Design instruction_fetch_responder, sky130hd; sources not shown.
Fig. 1: sequential cells grouped by signal name
Scale bar: 20 microns. Other sequential cells in the stronger grey, the rest of the logic in the fainter grey.
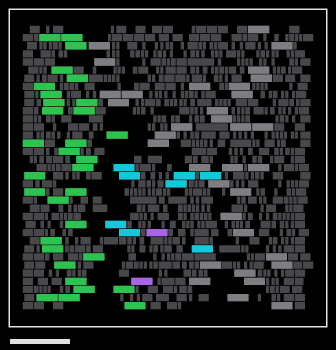
colour	netlist name	flops
green	wbAdr	32
cyan	cnt_q	8
purple	state_q	2
not coloured	34
P_seq: 1.57 mW
final core utilization: 0.6712

Fig. 2: sizing map
Scale bar: 20 microns.
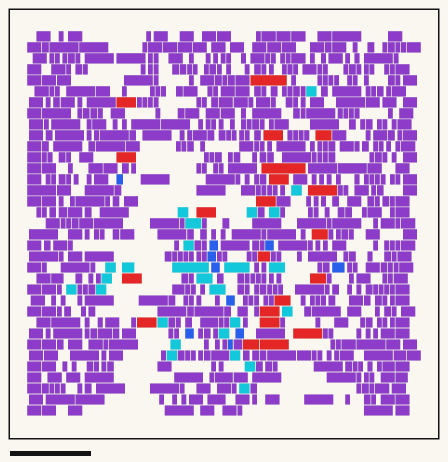
colour	size	cells
cyan	x3 and x4	26
purple	x1 and smaller	769
red	x6 and larger	21
blue	x2	10
Layout area overhead: 55.04%
Signal buffers: 205
setup ws final: 117.3 ps
design area: 6231 sq um

Fig. 3: clock nets
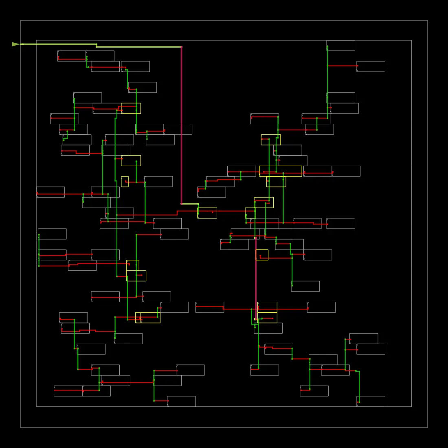
Late-Pin Clk Latency: 340 ps
Clock buffer cells: 11
total CTS buffers: 9
Setup Skew: 11.76 ps

==> flow_metrics.tcl <==
# implementation run metrics
set metrics [dict create \
    status "finished clean" \
    pin_count 180 \
    postSynthAreaPerCell_sq_um 6.173 \
    power.density_nw_per_um2 621.4 \
    post_cts_buffers 0 \
    top_power_group "registers" \
    critPathMaxStageDelay_ps 560 \
    sh_seq_area 0.2442 \
    fin_crit_ps 2083 \
    ys_sh_adder 0.01557 \
    grt_overflow_total 0 \
    routed-via-count 4462 \
    clkSlewWorstSetupHoldPaths_ps 90 \
    grt_max_degree 39 \
    power.total_mw 3.872 \
    vias_per_cell 4.672 \
    htree_levels 3 \
    die_area_sq_um 11200 \
    die_w_microns 105.8 \
    ctsResizeCount 3 \
    worstSetupEndpointType "output pin" \
    power.internal_mw 2.696 \
    io_buffers 179 \
    synth_cell_types 26 \
    critPathBufInv 3 \
    fp_nets 757 \
    die_h_microns 105.8 \
    yosysMostFrequentCell "nand2_1" \
    place_hpwl_microns 9322 \
    comb-power_mw 1.23 \
    slew_headroom 0.6039 \
    flop-count 76 \
    setup_viol 0 \
    hp-class "flop to flop" \
    tritoncts "done" \
    timing_worst_setup_path_type "flop to output pin" \
    inverters 80 \
    area_leaders "dfxtp_1 38%, nand2_1 19%, nor2_1 9.4%, inv_1 7.4%, a21oi_1 5.5%" \
    path_depth 4 \
    nets 927 \
    comb_share 0.3209 \
    max_freq_mhz 480.2 \
]
Power is estimated from default activity; no workload was simulated.
